Fig. 1: run 1, signal wires on met2
Bar = 50 µm.
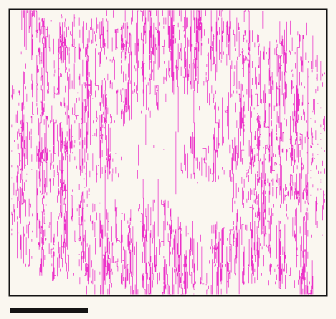
Fig. 2: run 1, met3 routing
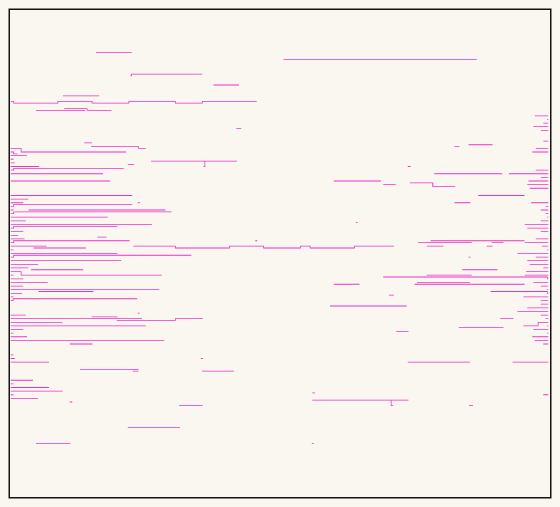
Fig. 3: run 1, power grid
Bar = 50 µm. Pins as bars on the die edge.
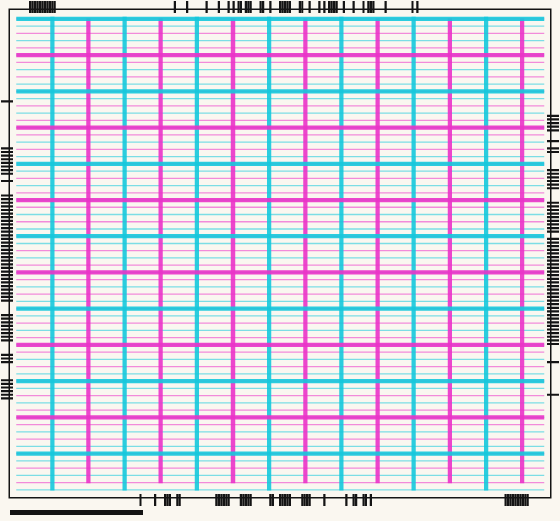
Fig. 4: run 1, clock routing
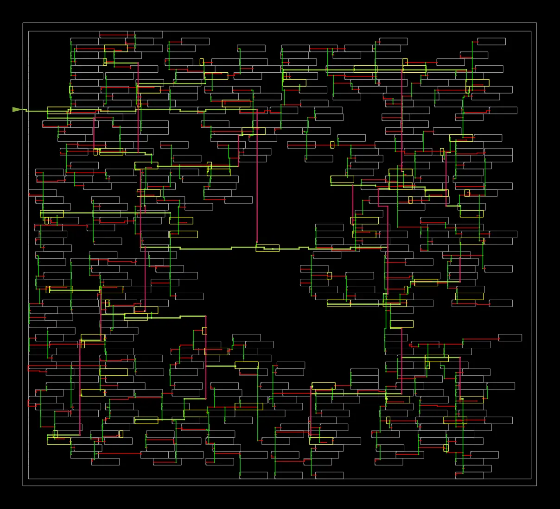
### config.mk
export PLATFORM = sky130hd
export DESIGN_NAME = if_id_queue_flat
export DESIGN_NICKNAME = d
export VERILOG_FILES = /design/src/rtl/if_id_queue_if.sv /design/src/rtl/if_id_queue.sv /design/src/flat_wrapper.sv
export SDC_FILE = /design/constraint.sdc
export NUM_CORES = 1
export LEC_CHECK = 0
export CAP_MARGIN = 20
export CORE_ASPECT_RATIO = 0.9
export CORE_MARGIN = 2
export CORE_UTILIZATION = 44
export CTS_CLUSTER_SIZE = 25
export DETAILED_ROUTE_END_ITERATION = 8
export PLACE_DENSITY = 0.66
export SLEW_MARGIN = 20
export SYNTH_ARGS = -nofsm -noshare
export SYNTH_HDL_FRONTEND = slang
export SYNTH_SLANG_ARGS = --single-unit
### constraint.sdc
create_clock -name clk -period 5.75 [get_ports clk]
set_input_delay 1.15 -clock clk [delete_from_list [all_inputs] [get_ports clk]]
set_output_delay 1.15 -clock clk [all_outputs]
set_load 0.1 [all_outputs]
### src/rtl/if_id_queue_if.sv
// ============================================================================
// Module      : if_id_queue_if
// Description : Fetch/decode handshake bundle for the IF->ID instruction queue.
// Revision    : 1.0 - initial release
// ============================================================================
`default_nettype none

interface if_id_queue_if #(
  parameter int DEPTH  = 4,
  parameter int ADDR_W = 32,
  parameter int INST_W = 32
);
  localparam int CNT_W = $clog2(DEPTH + 1);

  logic              if_req_valid;
  logic              if_ready;
  logic [ADDR_W-1:0] if_pc;
  logic [INST_W-1:0] if_inst;
  logic              if_miss;
  logic              if_tlb_valid;
  logic [ADDR_W-1:0] if_inst_addr_v;
  logic              flush;
  logic              id_ready;
  logic              id_valid;
  logic [ADDR_W-1:0] id_pc;
  logic [INST_W-1:0] id_inst;
  logic              id_excp_refill;
  logic              id_excp_invalid;
  logic [ADDR_W-1:0] id_inst_addr_v;
  logic [CNT_W-1:0]  count;

  // Environment side: fetch drives entries, decode drives id_ready.
  modport master (
    output if_req_valid, if_pc, if_inst, if_miss, if_tlb_valid, if_inst_addr_v,
    output flush, id_ready,
    input  if_ready, id_valid, id_pc, id_inst, id_excp_refill, id_excp_invalid,
    input  id_inst_addr_v, count
  );

  modport slave (
    input  if_req_valid, if_pc, if_inst, if_miss, if_tlb_valid, if_inst_addr_v,
    input  flush, id_ready,
    output if_ready, id_valid, id_pc, id_inst, id_excp_refill, id_excp_invalid,
    output id_inst_addr_v, count
  );
endinterface

`default_nettype wire

### src/rtl/if_id_queue.sv
// ============================================================================
// Module      : if_id_queue
// Description : DEPTH-entry in-order IF->ID FIFO with valid/ready on both
//               sides and whole-queue flush. Optional same-cycle bypass of an
//               empty queue is enabled by defining IF_ID_QUEUE_BYPASS_EN.
// Revision    : 1.0 - initial release
// ============================================================================
`default_nettype none

module if_id_queue #(
  parameter int                DEPTH    = 4,
  parameter int                ADDR_W   = 32,
  parameter int                INST_W   = 32,
  parameter logic [ADDR_W-1:0] RESET_PC = 32'hBFC00000
) (
  input  logic         clk,
  input  logic         rst,
  if_id_queue_if.slave bus
);
  localparam int                 c_cnt_w = $clog2(DEPTH + 1);
  localparam int                 c_ptr_w = $clog2(DEPTH);
  localparam logic [c_cnt_w-1:0] c_full  = c_cnt_w'(DEPTH);
  localparam logic [c_ptr_w-1:0] c_last  = c_ptr_w'(DEPTH - 1);

  typedef struct packed {
    logic [ADDR_W-1:0] pc;
    logic [INST_W-1:0] inst;
    logic [ADDR_W-1:0] addr_v;
    logic              refill;
    logic              invalid;
  } entry_t;

  entry_t             r_mem [DEPTH];
  logic [c_ptr_w-1:0] r_head;
  logic [c_ptr_w-1:0] r_tail;
  logic [c_cnt_w-1:0] r_count;

  entry_t w_in;
  entry_t w_head;
  logic   w_empty;
  logic   w_ready;
  logic   w_byp;
  logic   w_valid;
  logic   w_push;
  logic   w_pop;

  // Pointers wrap explicitly so DEPTH need not be a power of two.
  function automatic logic [c_ptr_w-1:0] f_next(input logic [c_ptr_w-1:0] p);
    return (p == c_last) ? '0 : p + c_ptr_w'(1);
  endfunction

  assign w_in = '{pc:      bus.if_pc,
                  inst:    bus.if_inst,
                  addr_v:  bus.if_inst_addr_v,
                  refill:  bus.if_miss,
                  invalid: ~bus.if_tlb_valid};

  assign w_empty = (r_count == '0);
  assign w_ready = (r_count < c_full);

`ifdef IF_ID_QUEUE_BYPASS_EN
  assign w_byp = w_empty && bus.if_req_valid && !bus.flush;
`else
  assign w_byp = 1'b0;
`endif

  assign w_valid = !w_empty || w_byp;
  assign w_head  = w_byp ? w_in : r_mem[r_head];
  assign w_pop   = !w_empty && bus.id_ready;
  // A bypassed entry that decode takes immediately is never written.
  assign w_push  = bus.if_req_valid && w_ready && !(w_byp && bus.id_ready);

  always_ff @(posedge clk or negedge rst) begin
    if (!rst) begin
      r_head  <= '0;
      r_tail  <= '0;
      r_count <= '0;
    end else if (bus.flush) begin
      r_head  <= '0;
      r_tail  <= '0;
      r_count <= '0;
    end else begin
      if (w_push) r_tail <= f_next(r_tail);
      if (w_pop)  r_head <= f_next(r_head);
      if (w_push && !w_pop)
        r_count <= r_count + c_cnt_w'(1);
      else if (!w_push && w_pop)
        r_count <= r_count - c_cnt_w'(1);
    end
  end

  always_ff @(posedge clk) begin
    if (w_push && !bus.flush) r_mem[r_tail] <= w_in;
  end

  assign bus.if_ready        = w_ready;
  assign bus.id_valid        = w_valid;
  assign bus.id_pc           = w_valid ? w_head.pc      : RESET_PC;
  assign bus.id_inst         = w_valid ? w_head.inst    : '0;
  assign bus.id_inst_addr_v  = w_valid ? w_head.addr_v  : '0;
  assign bus.id_excp_refill  = w_valid && w_head.refill;
  assign bus.id_excp_invalid = w_valid && w_head.invalid;
  assign bus.count           = r_count;
endmodule

`default_nettype wire

### src/flat_wrapper.sv
// flat-port wrapper written by rule: the top's interface ports become plain ports
module if_id_queue_flat 
#(
  parameter int                DEPTH    = 4,
  parameter int                ADDR_W   = 32,
  parameter int                INST_W   = 32,
  parameter logic [ADDR_W-1:0] RESET_PC = 32'hBFC00000
)
  (clk, rst, bus_if_req_valid, bus_if_pc, bus_if_inst, bus_if_miss, bus_if_tlb_valid, bus_if_inst_addr_v, bus_flush, bus_id_ready, bus_if_ready, bus_id_valid, bus_id_pc, bus_id_inst, bus_id_excp_refill, bus_id_excp_invalid, bus_id_inst_addr_v, bus_count);
  if_id_queue_if #(.DEPTH(DEPTH), .ADDR_W(ADDR_W), .INST_W(INST_W)) bus_i ();
  input  logic clk;
  input  logic rst;
  input wire logic [$bits(bus_i.if_req_valid)-1:0] bus_if_req_valid;
  input wire logic [$bits(bus_i.if_pc)-1:0] bus_if_pc;
  input wire logic [$bits(bus_i.if_inst)-1:0] bus_if_inst;
  input wire logic [$bits(bus_i.if_miss)-1:0] bus_if_miss;
  input wire logic [$bits(bus_i.if_tlb_valid)-1:0] bus_if_tlb_valid;
  input wire logic [$bits(bus_i.if_inst_addr_v)-1:0] bus_if_inst_addr_v;
  input wire logic [$bits(bus_i.flush)-1:0] bus_flush;
  input wire logic [$bits(bus_i.id_ready)-1:0] bus_id_ready;
  output wire logic [$bits(bus_i.if_ready)-1:0] bus_if_ready;
  output wire logic [$bits(bus_i.id_valid)-1:0] bus_id_valid;
  output wire logic [$bits(bus_i.id_pc)-1:0] bus_id_pc;
  output wire logic [$bits(bus_i.id_inst)-1:0] bus_id_inst;
  output wire logic [$bits(bus_i.id_excp_refill)-1:0] bus_id_excp_refill;
  output wire logic [$bits(bus_i.id_excp_invalid)-1:0] bus_id_excp_invalid;
  output wire logic [$bits(bus_i.id_inst_addr_v)-1:0] bus_id_inst_addr_v;
  output wire logic [$bits(bus_i.count)-1:0] bus_count;
  assign bus_i.if_req_valid = bus_if_req_valid;
  assign bus_i.if_pc = bus_if_pc;
  assign bus_i.if_inst = bus_if_inst;
  assign bus_i.if_miss = bus_if_miss;
  assign bus_i.if_tlb_valid = bus_if_tlb_valid;
  assign bus_i.if_inst_addr_v = bus_if_inst_addr_v;
  assign bus_i.flush = bus_flush;
  assign bus_i.id_ready = bus_id_ready;
  assign bus_if_ready = bus_i.if_ready;
  assign bus_id_valid = bus_i.id_valid;
  assign bus_id_pc = bus_i.id_pc;
  assign bus_id_inst = bus_i.id_inst;
  assign bus_id_excp_refill = bus_i.id_excp_refill;
  assign bus_id_excp_invalid = bus_i.id_excp_invalid;
  assign bus_id_inst_addr_v = bus_i.id_inst_addr_v;
  assign bus_count = bus_i.count;
  if_id_queue #(.DEPTH(DEPTH), .ADDR_W(ADDR_W), .INST_W(INST_W), .RESET_PC(RESET_PC)) u_core (.clk(clk), .rst(rst), .bus(bus_i));
endmodule
==> summary.txt, run 1 <==
Results of the run.

The run finished with clean final reports. The area taken by sequential standard cells is reported as 0.0120 mm². The logic share of the area is 17.6%. The instance area at placement is 0.0182 mm².

The met1 demand-to-capacity share in global routing is 22.7%. Hold timing on the final database bottoms out at a slack of 0.576 ns. met2 is the most crowded layer.

The type of the tightest min-delay check is flip-flop to flip-flop. The commonest cells after synthesis are 392 x edfxtp_1, 93 x and2_1, 75 x mux4_1. For the pin with the worst max-slew slack, the measured transition is roughly 1.1 ns. The average routed wire per standard cell is 21.4 µm. Grouping stages by cell kind, the critical path spends the most delay in buffers and inverters. Routed signal wires occupy layers up through met5. The number of inverters outside the clock class in the layout is 7. The clock net sink count is 399. Looking at the post-CTS report, the setup buffer insertion count equals 0.

The maximum root-to-sink buffer count is 3. The total cell area reported by yosys after synthesis is 0.0156 mm². The chip area is 0.0371 mm².

Pin placement for this block handled 206 I/O pins. The final report lists the setup-violating endpoint count as 0. The final-report hold violation count is 0. Overall routing resource usage recorded by global route was 16.4%.

The most common cell after layout, fill and taps aside is edfxtp_1. The most common cell in the netlist is edfxtp_1. The H-tree generated during clock tree synthesis spans 2 levels. The share of flip-flops with an asynchronous set or reset after synthesis is approximately 1.8%.

All stages included, the depth of the critical timing path comes to 4. The initial antenna violation count was 1. On the reported timing paths, the clock transition at the registers reads 0.05 ns.

The number of buffer and inverter stages on the critical path is 2. The nature of the critical path startpoint is a flip-flop. The reg-to-reg setup timing slack is between 3 and 4 ns. The flop share of the area is roughly 61%. The DRC violation total left in the routed layout is recorded as 0. After the first detailed-routing iteration, the DRC count stood at 378. Once detail routing completed, the nets flagged for antenna violations numbered 0. The CTS tree is yes. Ranked by total cell area, the synthesized netlist is headed by edfxtp_1 75%, mux4_1 13%, and2_1 3.7%, mux4_2 3.3%, dfrtp_1 1.1%. The mux contribution to synthesized area is 16.0%. The warning count from the yosys run is 0. The cell count listed in synth_stat.txt is between 600 and 700. The pin count of the biggest net entering global routing is between 50 and 60. The cell area after technology mapping is 0.0156 mm².

Post-route period utilization is reported as 85.1%. The number of distinct standard cells referenced by the synthesized netlist is 34. Per STA, the worst path is made up of buf_4, mux4_1, and2_1, clkdlybuf4s50_1.

The top logic cell family in the synthesized netlist is multiplexers. Tap insertion was completed with 469 tapcells. Synthesis produced a netlist with a net count of slightly below 800. After Yosys synthesis, and, or, nand and nor cells account for 4.82% of the synthesized area. The reg-to-reg critical path startpoint is u_core.bus.count[2]$_DFFE_PN0P_.

The weighted congestion reported at the end of routability-driven placement is 0.703. After synthesis, flip-flops and latches occupy 76.4% of the total area. For this design, the CTS-stage hold fixing added 0 buffers.

The placement-stage worst setup slack is 1.41 ns. In the floorplan report the effective utilization is between 40% and 50%. Data arrives at the worst endpoint at 3.74 ns. The cell-mix breakdown from Yosys lists the compound-gate area share as less than 1%. The share of the core filled with cells is 55.9%. The portion of the layout cell area used by clock cells is 7.20%. Per the run report, area growth between synthesis and finish was 25.3%. The number of global-route vias before repair is 7768.

The share of cells above drive strength 1 is a little over an eighth. Wire segments on met3 add up to 2550 µm in the final route. According to the timing report, the critical path is launched from u_core.r_head[0]$_DFFE_PN0P_. OpenROAD emitted warnings numbering 29. The post-route standard cell area excluding fillers is 0.0196 mm².

The final-layout setup total negative slack is 0 ns. The longest incremental delay of any stage on the critical path is reported as 1.02 ns. The standard cell with the maximum stage delay on the critical path is clkdlybuf4s50_1.

For this run, the script counts the antenna cells in the layout as 0. The detailed route wirelength on metal2 is 13800 µm.
-- Fig. 1 (at the start) --
The wires run mostly vertical. The longest straight run is 67.7 µm.
DR vias: 7389
total routed wirelength: 30200 µm
met2 Use GR: 25.3%

-- Fig. 2 (at the start) --
The layer carries 2550 µm of wire. The layer holds 8.5% of the routed length. 134 nets have wire on it. The wires run mostly horizontal. The longest straight run is 72.2 µm.
met3 Resource Use GR: 5.72%

-- Fig. 3 (at the start) --
Key: VSS = cyan; VDD = magenta
13 straps on met5. 66 met1 rails follow the rows. 14 straps on met4. The core has 65 rows.
Die Width: 203 µm
chip height: 183 µm
total core area: 0.0351 mm²

-- Fig. 4 (at the start) --
CTS buffer count: 42
final setup skew: 0.0152 ns
clock latency on the worst-skew pair: 0.54 ns
registers: 399
layout clock buffer count: 54

Fig. 5: run 1, wiring by layer
Bar = 50 µm. Two of the layers only.
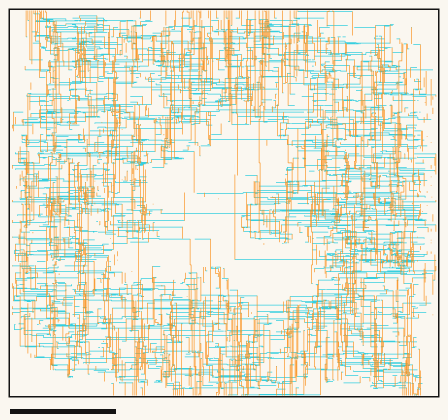

## Run 2: what changed since run 1
--- a/config.mk
+++ b/config.mk
@@ -9,9 +9,10 @@
 export CORE_ASPECT_RATIO = 0.9
 export CORE_MARGIN = 2
 export CORE_UTILIZATION = 44
+export CTS_BUF_LIST = sky130_fd_sc_hd__clkbuf_4
 export CTS_CLUSTER_SIZE = 25
 export DETAILED_ROUTE_END_ITERATION = 8
-export PLACE_DENSITY = 0.66
+export DONT_BUFFER_PORTS = 1
 export SLEW_MARGIN = 20
 export SYNTH_ARGS = -nofsm -noshare
 export SYNTH_HDL_FRONTEND = slang
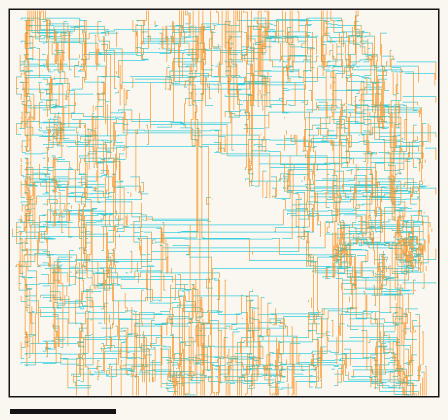
Fig. 6. Wiring by layer (run 2).
Bar = 50 µm. Two of the layers only.
Key: metal 2 = orange [wire length 14900 µm]; metal 1 = cyan [wire length 12000 µm]
DR vias: 7011
total routed wirelength: 30600 µm

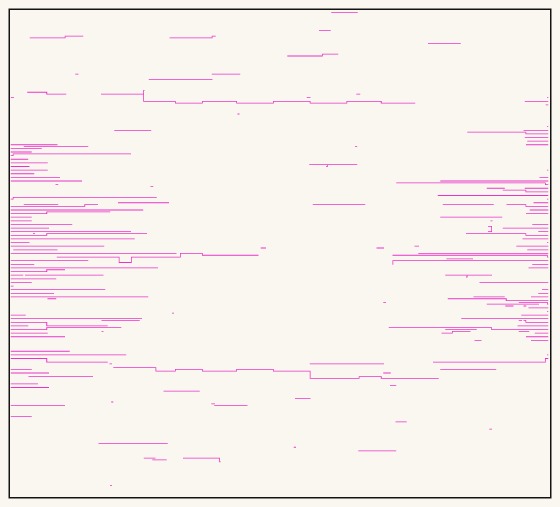
Fig. 7. Met3 routing (run 2).
The wires run mostly horizontal. 128 nets have wire on it.
met3 Resource Use GR: 8.39%

==> summary.txt, run 2 <==
Results of the run.

The count of nets left with antenna violations once routing finished came out at 0. Per the run report, area growth between synthesis and finish was 11.6%. The most critical hold endpoint after final layout shows a slack of 0.456 ns. For this run, the share of the core covered by cells in the final layout is 49.8%.

Tap insertion was completed with 469 tapcells. According to the timing report, the critical path is launched from u_core.bus.count[1]$_DFFE_PN0P_. Walking the worst path, the cells encountered are nor3_4, clkinv_2, buf_4, and2_1. The placement-stage worst setup slack is 1.79 ns. Buffers inserted during clock tree synthesis total 97.

The final-report hold violation count is 0. Looking at the global route congestion table, the highest-usage layer is met2. STA classifies the critical path startpoint as a flip-flop.

The flop share of the area is 68.5%. The number of distinct standard cells referenced by the synthesized netlist is 34. Of the total standard cell area in the layout, the multi-input combinational portion is between 10% and 20%. The number of cells on the critical path is 4.

Yosys stat counts between 600 and 700 cells in the synthesized netlist. The flow ran to the end, and the final reports show no timing, DRC or antenna violations. Across all register-to-register paths, the minimum setup slack is 2.14 ns. The combined flip-flop and latch cell area is around 0.012 mm². The initial antenna violation count is 1.

Entering global routing, the biggest net connects around 80 pins. The total of endpoints with negative setup slack in the final report is 0. The instance area at placement is 0.0162 mm².

Per the post-CTS timing run, clock transition at the registers of the reported paths is 0.07 ns. In the global route stage, overall resource usage came out at 16.7%. The final timing report lists clock skew as 0.0363 ns. After synthesis, the share of flip-flops with an asynchronous set or reset is 1.75%.

The mux contribution to synthesized area is ~16%. The number of inverters outside the clock class in the layout is 7. The chip occupies between 0.03 and 0.04 mm². The average routed wire per standard cell is 23.2 µm. The most common cell after layout, fill and taps aside is edfxtp_1.

The share of the clock period used by the worst path is about four fifths. For this run, the chip area from Yosys synthesis comes to 0.0156 mm². The commonest cells after synthesis are 392 x edfxtp_1, 93 x and2_1, 75 x mux4_1. The launch point of the worst register-to-register path is recorded as u_core.bus.count[2]$_DFFE_PN0P_.

The cell class contributing the biggest share of worst-path delay is buffers and inverters. Buffers added to address setup during post-CTS repair amount to 0. The final-layout setup total negative slack is 0 ns.

The met1 demand-to-capacity share in global routing is 19.3%. The actual slew at the worst max-slew pin is about 1.1 ns. The largest stage delay on the critical path is 0.78 ns. The detailed router used layers up to and including met4. TritonCTS built the clock tree. The sequential element share of the synthesized area is ~76%. The violation tally recorded at the end of detailed-routing iteration 0 is 330.

The final layout contains a sequential cell count of 399. The type of the tightest min-delay check is input pin to flip-flop. The clock passes through at most 3 buffers. The cell area after technology mapping is 0.0156 mm². The floorplan step set the die height to 183 µm. The slowest stage of the critical path belongs to the cell clkinv_2.

The warning count from the yosys run is 0. At the floorplan stage, the core utilization is reported as 44.6%. The width of the die is between 200 and 250 µm. The synthesis report lists the most area-consuming cells as edfxtp_1 75%, mux4_1 13%, and2_1 3.7%, mux4_2 3.3%, dfrtp_1 1.1%.
